--- src/rtl/sll_seq.sv ---
// Multi-cycle logical shift-left unit: out = a << b[SHAMT_W-1:0], one bit per clock.
// Operands and results move through valid/ready handshakes; no overlap between operations.
module sll_seq #(
    parameter int WIDTH   = 32,
    parameter int SHAMT_W = 5
) (
    input  logic             clk,
    input  logic             rst_n,
    input  logic [WIDTH-1:0] a,
    input  logic [WIDTH-1:0] b,
    input  logic             in_valid,
    output logic             in_ready,
    output logic [WIDTH-1:0] out,
    output logic             out_valid,
    input  logic             out_ready,
    output logic             busy
);

    typedef enum logic [1:0] {
        IDLE  = 2'd0,
        SHIFT = 2'd1,
        DONE  = 2'd2
    } state_t;

    state_t             state_reg, state_next;
    logic [WIDTH-1:0]   acc_reg, acc_next;
    logic [WIDTH-1:0]   acc_shl;
    logic [SHAMT_W-1:0] cnt_reg, cnt_next;
    logic [SHAMT_W-1:0] shamt;

    assign shamt = b[SHAMT_W-1:0];

    // Single-position shift: zero enters at the LSB, the MSB falls off.
    assign acc_shl[0] = 1'b0;
    generate
        for (genvar gi = 1; gi < WIDTH; gi++) begin : g_shl
            assign acc_shl[gi] = acc_reg[gi-1];
        end
    endgenerate

    always_ff @(posedge clk) begin
        if (!rst_n) begin
            state_reg <= IDLE;
            acc_reg   <= '0;
            cnt_reg   <= '0;
        end else begin
            state_reg <= state_next;
            acc_reg   <= acc_next;
            cnt_reg   <= cnt_next;
        end
    end

    always_comb begin
        state_next = state_reg;
        acc_next   = acc_reg;
        cnt_next   = cnt_reg;
        case (state_reg)
            IDLE: begin
                if (in_valid) begin
                    acc_next   = a;
                    cnt_next   = shamt;
                    state_next = (shamt == '0) ? DONE : SHIFT;
                end
            end
            SHIFT: begin
                acc_next = acc_shl;
                cnt_next = cnt_reg - 1'b1;
                // cnt==1 means this edge performs the final shift.
                if (cnt_reg == SHAMT_W'(1)) begin
                    state_next = DONE;
                end
            end
            DONE: begin
                if (out_ready) begin
                    state_next = IDLE;
                end
            end
            default: begin
                state_next = IDLE;
            end
        endcase
    end

    assign in_ready  = (state_reg == IDLE);
    assign out_valid = (state_reg == DONE);
    assign busy      = (state_reg != IDLE);
    assign out       = acc_reg;

endmodule

--- config.mk ---
export PLATFORM = sky130hd
export DESIGN_NAME = sll_seq
export DESIGN_NICKNAME = d
export VERILOG_FILES = /design/src/rtl/sll_seq.sv
export SDC_FILE = /design/constraint.sdc
export NUM_CORES = 1
export LEC_CHECK = 0
export CAP_MARGIN = 20
export CORE_MARGIN = 5
export CORE_UTILIZATION = 28
export CTS_CLUSTER_DIAMETER = 100
export CTS_CLUSTER_SIZE = 8
export DETAILED_ROUTE_END_ITERATION = 8
export PLACE_DENSITY = 0.71
export SYNTH_ARGS = -nofsm -noshare
export SYNTH_HDL_FRONTEND = slang
export SYNTH_SLANG_ARGS = --single-unit
--- constraint.sdc ---
create_clock -name clk -period 3.4 [get_ports clk]
set_input_delay 1.02 -clock clk [delete_from_list [all_inputs] [get_ports clk]]
set_output_delay 1.02 -clock clk [all_outputs]
set_load 0.005 [all_outputs]
==> run_1/io_fan.png <==
Drawn at 3 px/um.
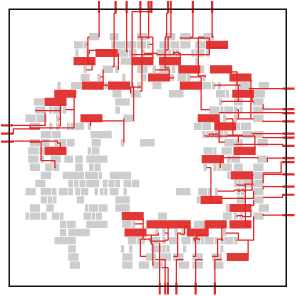
legend:
  `out`:
    colour: red
    bits: 32
    direction: output
    edge: 13 east, 10 north, 6 south, 3 west
    end_cells: 32
    wire: 993 um
I/O Pins: 103
PortBufs: 75

==> run_1/placement.png <==
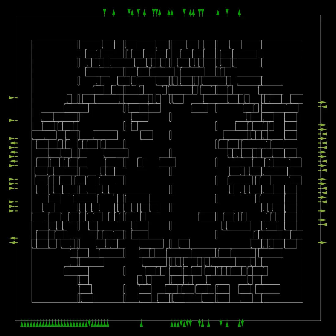
Fill cells: 660
fin util: 42.1%
seq_cells: 39
non-filler cells, final: 379

==> qor.yml, run 1 <==
final_layout:
  clk_share_pct: 3.24
  n_clock_buffer: 6
  n_antenna_cell: 0
  nMultiInputCombCells: 170
  comb_area_sq_um: 925
synth:
  compound_area_share_pct: 21.3
  ys_seq_share_pct: 41.6
  ys_ff: 39
  yosysUniqueCellTypes: 30
  ys_warn_count: 0
  syn-instance-count: 235
  synth.largest_area_cell: "dfxtp_1"
  ys.flop_type: "dfxtp_1"
  xor_area_share_pct: 0
  edf_count: 0
cts:
  hold_buffers: 0
  clk_pin_slew_ns: 0.07
  cts_buffers: 5
  cts_sinks: 39
  clock_latency_ns: 0.28
  cts_tree: "done"
pwr:
  p_seq_share_pct: 36.1
  top_power_group: "combinational logic"
  cellLeakagePower_nw: 1.02
  net-switching-power_mw: 0.831
  clockPowerShare_pct: 14.5
  p_int_mw: 1.33
worst_setup_path:
  r2r_end: "cnt_reg[4]"
  crit_buf_inv: 2
  path_class: "reg -> out"
  crit_slowest_cell: "clkdlybuf4s50_1"
global_routing:
  antenna_found_initial: 0
  grt_start_max_net_pins: 46
job:
  tool_warnings: 54
  drv_cap: 0
final_timing:
  tns_ns: 0
  timing.final.crit_share_pct: 76.8
  tightest_slew_ns: 0.629
  setup_viol: 0
  max_freq_ghz: 0.383
  slew_headroom_pct: 57.9
route:
  drt_iter0_drc: 75
  vias_per_cell: 4.91
floorplan:
  num_rows: 29
  tap_cells: 77
placement:
  post_dp_cell_area_sq_um: 2620
outcome:
  status: "finished, final reports clean"
worst_hold_path:
  hold_class: "reg -> reg"
==> run_1/wires.png <==
Drawn at 4 px/um. Only two layers are drawn.
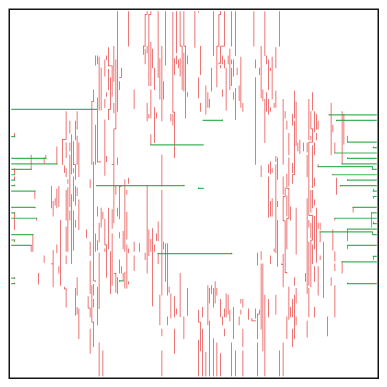
legend:
  metal 2:
    colour: red
    wire_length: 2,380 um
  metal 3:
    colour: green
    wire_length: 302 um
Routed WL per cell: 13.5 um
via count: 1,859
total wire length: 5120 um
GRT Overall Usage: 12.1%

==> run_1/sizes.png <==
Drawn at 4 px/um.
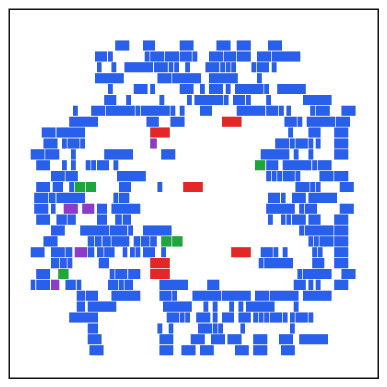
legend:
  _0 and _1 cells:
    colour: blue
    cells: 285
    share: 94%
  _6 and larger:
    colour: red
    cells: 6
    share: 2.0%
  _3 and _4 cells:
    colour: green
    cells: 6
    share: 2.0%
  _2 cells:
    colour: purple
    cells: 5
    share: 1.7%
final setup margin: 0.789 ns
final instance area: 2700 sq um
Non-CTS buffers: 81

run 1: worst reg2reg max path, delay by kind of cell (launching register included):
kind | cells | cell delay [ns]
AND-OR/OR-AND | 1 | 0.08
buffers and inverters | 1 | 0.37
flip-flops | 1 | 0.56
AND/OR/NAND/NOR | 2 | 0.85
run 1: layer usage:
layer	up-vias	routed length [um]	track usage (%)
li1	954	-	-
met2	47	2380	20.4
met3	6	301	3.52
met4	0	52	2.97
met5	-	0	0
met1	852	2380	15.3
run 1: per-stage QoR:
step	total power [mW]	setup WS, ns	util, %	hold slack [ns]
3_5_place_dp	1.88	0.820	40.7	0.480
3_3_place_gp	1.85	0.859	40.7	0.476
6_report	2.16	0.789	42.1	0.493
2_1_floorplan	1.46	1.56	-	0.458
4_1_cts	2.20	0.772	42.1	0.492
5_1_grt	2.35	0.713	42.1	0.519
==> inputs of run 2 (changes only) <==
--- a/config.mk
+++ b/config.mk
@@ -11,7 +11,7 @@
 export CTS_CLUSTER_DIAMETER = 100
 export CTS_CLUSTER_SIZE = 8
 export DETAILED_ROUTE_END_ITERATION = 8
-export PLACE_DENSITY = 0.71
+export PLACE_DENSITY = 0.74
 export SYNTH_ARGS = -nofsm -noshare
 export SYNTH_HDL_FRONTEND = slang
 export SYNTH_SLANG_ARGS = --single-unit
==> constraint.sdc (replaced) <==
create_clock -name clk -period 2.4 [get_ports clk]
set_input_delay 0.72 -clock clk [delete_from_list [all_inputs] [get_ports clk]]
set_output_delay 0.72 -clock clk [all_outputs]
set_load 0.005 [all_outputs]
==> qor.yml, run 2 <==
route:
  vias_per_cell: 5.01  # was 4.91
  wl_met1_um: 2360  # was 2380 um
  wl_met3_um: 429  # was 301 um
  drt_iter0_drc: 63  # was 75
  drc: 0  # unchanged
  routed.top_layer: "met4"  # unchanged
pwr:
  clockPowerShare_pct: 17.3  # was 14.5%
  top_power_group: "combinational logic"  # unchanged
  netSwitchingFraction_pct: 36.9  # was 38.5%
  net-switching-power_mw: 1.20  # was 0.831 mW
  cellLeakagePower_nw: 1.05  # was 1.02 nW
  p_int_mw: 2.06  # was 1.33 mW
final_layout:
  fillCellCount: 670  # was 660
  comb_area_sq_um: 925  # unchanged
  n_antenna_cell: 0  # unchanged
worst_setup_path:
  crit_slowest_cell: "clkdlybuf4s50_1"  # unchanged
  r2r_end: "out[13]"  # was cnt_reg[4]
  path_class: "reg -> out"  # unchanged
cts:
  hold_buffers: 0  # unchanged
  clk_pin_slew_ns: 0.08  # was 0.07 ns
  clock_latency_ns: 0.29  # was 0.28 ns
  cts_sinks: 39  # unchanged
  cts_buffers: 5  # unchanged
  cts_tree: "done"  # unchanged
worst_hold_path:
  hold_class: "reg -> reg"  # unchanged
final_timing:
  fin_hold_ws_ns: 0.494  # was 0.493 ns
  slew_headroom_pct: 63.3  # was 57.9%
  max_freq_ghz: 0.438
synth:
  synth.largest_area_cell: "dfxtp_1"  # unchanged
  edf_count: 0  # unchanged
  xor_area_share_pct: 0  # unchanged
  ys_ff: 39  # unchanged
  ys.flop_type: "dfxtp_1"  # unchanged
  compound_area_share_pct: 21.3  # unchanged
  syn-instance-count: 235  # unchanged
  ys_seq_share_pct: 41.6  # unchanged
  yosysUniqueCellTypes: 30  # unchanged
global_routing:
  grt_use_met2_pct: 20.0  # was 20.4%
  grt_use_met3_pct: 4.17  # was 3.52%
  grt_busiest_layer: "met2"  # unchanged
  globalRouteMet1Util_pct: 15.6  # was 15.3%
  grt_start_max_net_pins: 35  # was 46
job:
  drv_cap: 0  # unchanged
placement:
  post_dp_cell_area_sq_um: 2660  # was 2620 sq um
  pre_cts_ws_ns: 0.232  # was 0.820 ns
  io_buffers: 75  # unchanged
outcome:
  status: "finished, final reports clean"  # unchanged
floorplan:
  num_rows: 29  # unchanged
  num_io_pins: 103  # unchanged
==> run 2: final cells by class <==
| cell class | instances | area share, % |
|---|---|---|
| Multi-Input combinational cell | 170 | 33.2 |
| Timing Repair Buffer | 84 | 30.3 |
| Sequential cell | 39 | 28.1 |
| Tap cell | 77 | 3.46 |
| Clock buffer | 6 | 2.97 |
| Clock inverter | 2 | 1.26 |
| Inverter | 5 | 0.675 |
==> run 2: worst max-delay path by stage <==
stage	from	endpoint	slack, ns
final	state_reg[1]	in_ready	0.12
after global placement	in_valid	out[17]	0.25
after floorplan	state_reg[0]	in_ready	0.86
after global routing	state_reg[1]	in_ready	0.02
after CTS	state_reg[1]	in_ready	0.09
after detailed placement	in_valid	out[27]	0.23
==> run_2/wires.png <==
Drawn at 4 px/um. Only two layers are drawn.
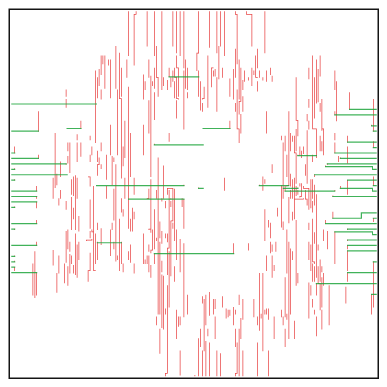
legend:
  metal 3:
    colour: green
    wire_length: 429 um
  metal 2:
    colour: red
    wire_length: 2,300 um
total wire length: 5160 um
Routed WL per cell: 13.5 um
via count: 1,920
GRT Overall Usage: 12.3%

==> run_2/sizes.png <==
Drawn at 4 px/um.
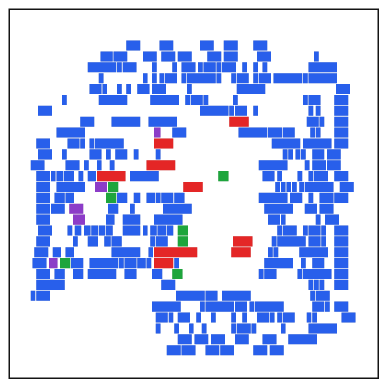
legend:
  _0 and _1 cells:
    colour: blue
    cells: 285
    share: 93%
  _3 and _4 cells:
    colour: green
    cells: 7
    share: 2.3%
  _2 cells:
    colour: purple
    cells: 5
    share: 1.6%
  _6 and larger:
    colour: red
    cells: 9
    share: 2.9%
final setup margin: 0.119 ns
final instance area: 2780 sq um
Non-CTS buffers: 84
area delta synth->final: 48.3%

==> run_2/io_placement.png <==
Drawn at 4 px/um. Pins as bars across the die edge, other pins in grey.
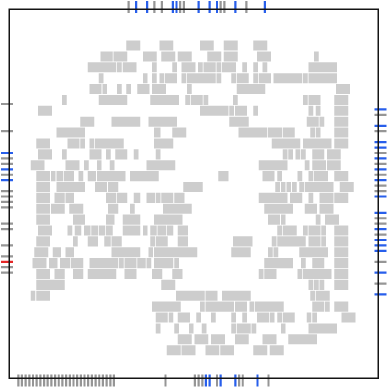
legend:
  `out`:
    colour: blue
    pins: 32
    direction: output
    edge: 15 east, 9 north, 5 south, 3 west
  `busy`:
    colour: red
    pins: 1
    direction: output
    edge: west
all pins by edge: 40 south, 27 east, 19 west, 17 north
die width: 91.8 um
Die Y: 91.8 um

==> run_2/io_fan.png <==
Drawn at 3 px/um.
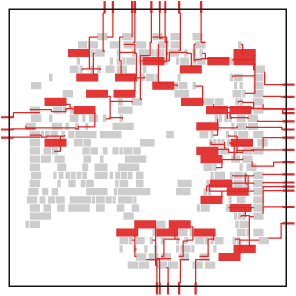

==> inputs of run 3 (changes only) <==
--- a/config.mk
+++ b/config.mk
@@ -6,12 +6,12 @@
 export NUM_CORES = 1
 export LEC_CHECK = 0
 export CAP_MARGIN = 20
-export CORE_MARGIN = 5
 export CORE_UTILIZATION = 28
 export CTS_CLUSTER_DIAMETER = 100
 export CTS_CLUSTER_SIZE = 8
 export DETAILED_ROUTE_END_ITERATION = 8
 export PLACE_DENSITY = 0.74
+export SETUP_SLACK_MARGIN = 0.3
 export SYNTH_ARGS = -nofsm -noshare
 export SYNTH_HDL_FRONTEND = slang
 export SYNTH_SLANG_ARGS = --single-unit
==> run_3/io_fan.png <==
Drawn at 3 px/um.
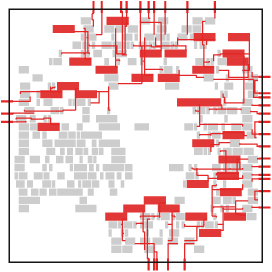
legend:
  `out`:
    colour: red
    bits: 32
    direction: output
    edge: 14 east, 10 north, 5 south, 3 west
    end_cells: 32
    wire: 856 um

==> run_3/wires.png <==
Drawn at 6 px/um. Only two layers are drawn.
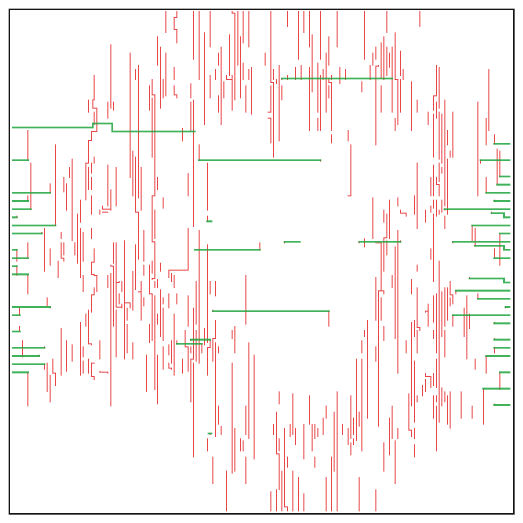
legend:
  metal 2:
    colour: red
    wire_length: 2,170 um
  metal 3:
    colour: green
    wire_length: 288 um
total wire length: 4810 um
GRT Overall Usage: 14.3%
via count: 1,907

==> qor.yml, run 3 <==
worst_setup_path:
  crit_slowest_cell: "clkdlybuf4s50_1"  # unchanged
outcome:
  status: "finished with violations"  # was finished, final reports clean
  failed_checks: "DRC"
route:
  drc: 10  # was 0
  drt_iter0_drc: 91  # was 63
  vias_per_cell: 4.97  # was 5.01
synth:
  ys_ff: 39  # unchanged
  ys_seq_share_pct: 41.6  # unchanged
final_layout:
  fin_cells: 384  # was 383
  fillCellCount: 657  # was 670
pwr:
  clockPowerShare_pct: 14.2  # was 17.3%
  p_int_mw: 1.95  # was 2.06 mW
  report.power.total_mw: 3.13  # was 3.26 mW
  p_seq_share_pct: 34.5  # was 33.1%
final_timing:
  slew_headroom_pct: 80.1  # was 63.3%
  fin_hold_ws_ns: 0.493  # was 0.494 ns
cts:
  clock_latency_ns: 0.28  # was 0.29 ns
placement:
  io_buffers: 75  # unchanged
floorplan:
  num_rows: 29  # unchanged
job:
  tool_warnings: 54  # unchanged
==> run_3/io_placement.png <==
Drawn at 6 px/um. Pins as bars across the die edge, other pins in grey.
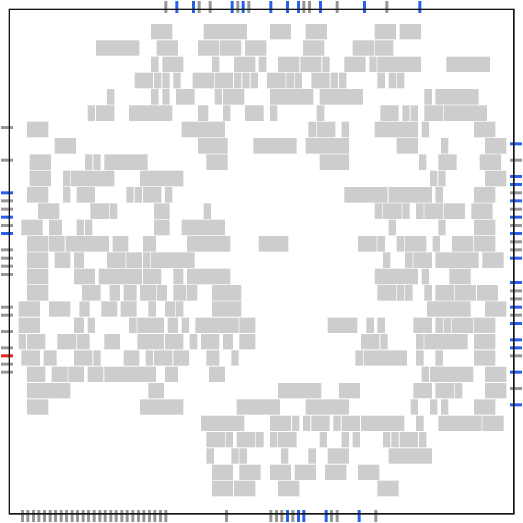
legend:
  `busy`:
    colour: red
    pins: 1
    direction: output
    edge: west
  `out`:
    colour: blue
    pins: 32
    direction: output
    edge: 14 east, 10 north, 5 south, 3 west
die width: 83.8 um
Die Y: 83.8 um

==> run 3: worst paths after layout <==
check                             startpoint      end  cells past startpoint
worst max-delay path                in_valid  out[19]                      5
worst min-delay path                 out[15]  out[16]                      2
worst max register to register  state_reg[1]  out[19]                      5
worst min register to register       out[15]  out[16]                      2
==> run 3: per-layer routing <==
layer  vias to the layer above  global-route usage [%]
li1                        962                       -
met1                       878                    18.5
met2                        60                    22.9
met3                         7                    4.35
met4                         0                    4.39
met5                         -                       0
==> run 3: layout make-up <==
| type | count | area share [%] |
|---|---|---|
| clock buffers | 6 | 2.98 |
| multi-input cells | 170 | 33.5 |
| repair buffers | 86 | 30.9 |
| flip-flops and latches | 39 | 28.3 |
| inverters | 5 | 0.678 |
| well taps | 77 | 3.48 |
| clock inverters | 1 | 0.181 |
No activity file was given, so power comes from the tool's default toggle rates.
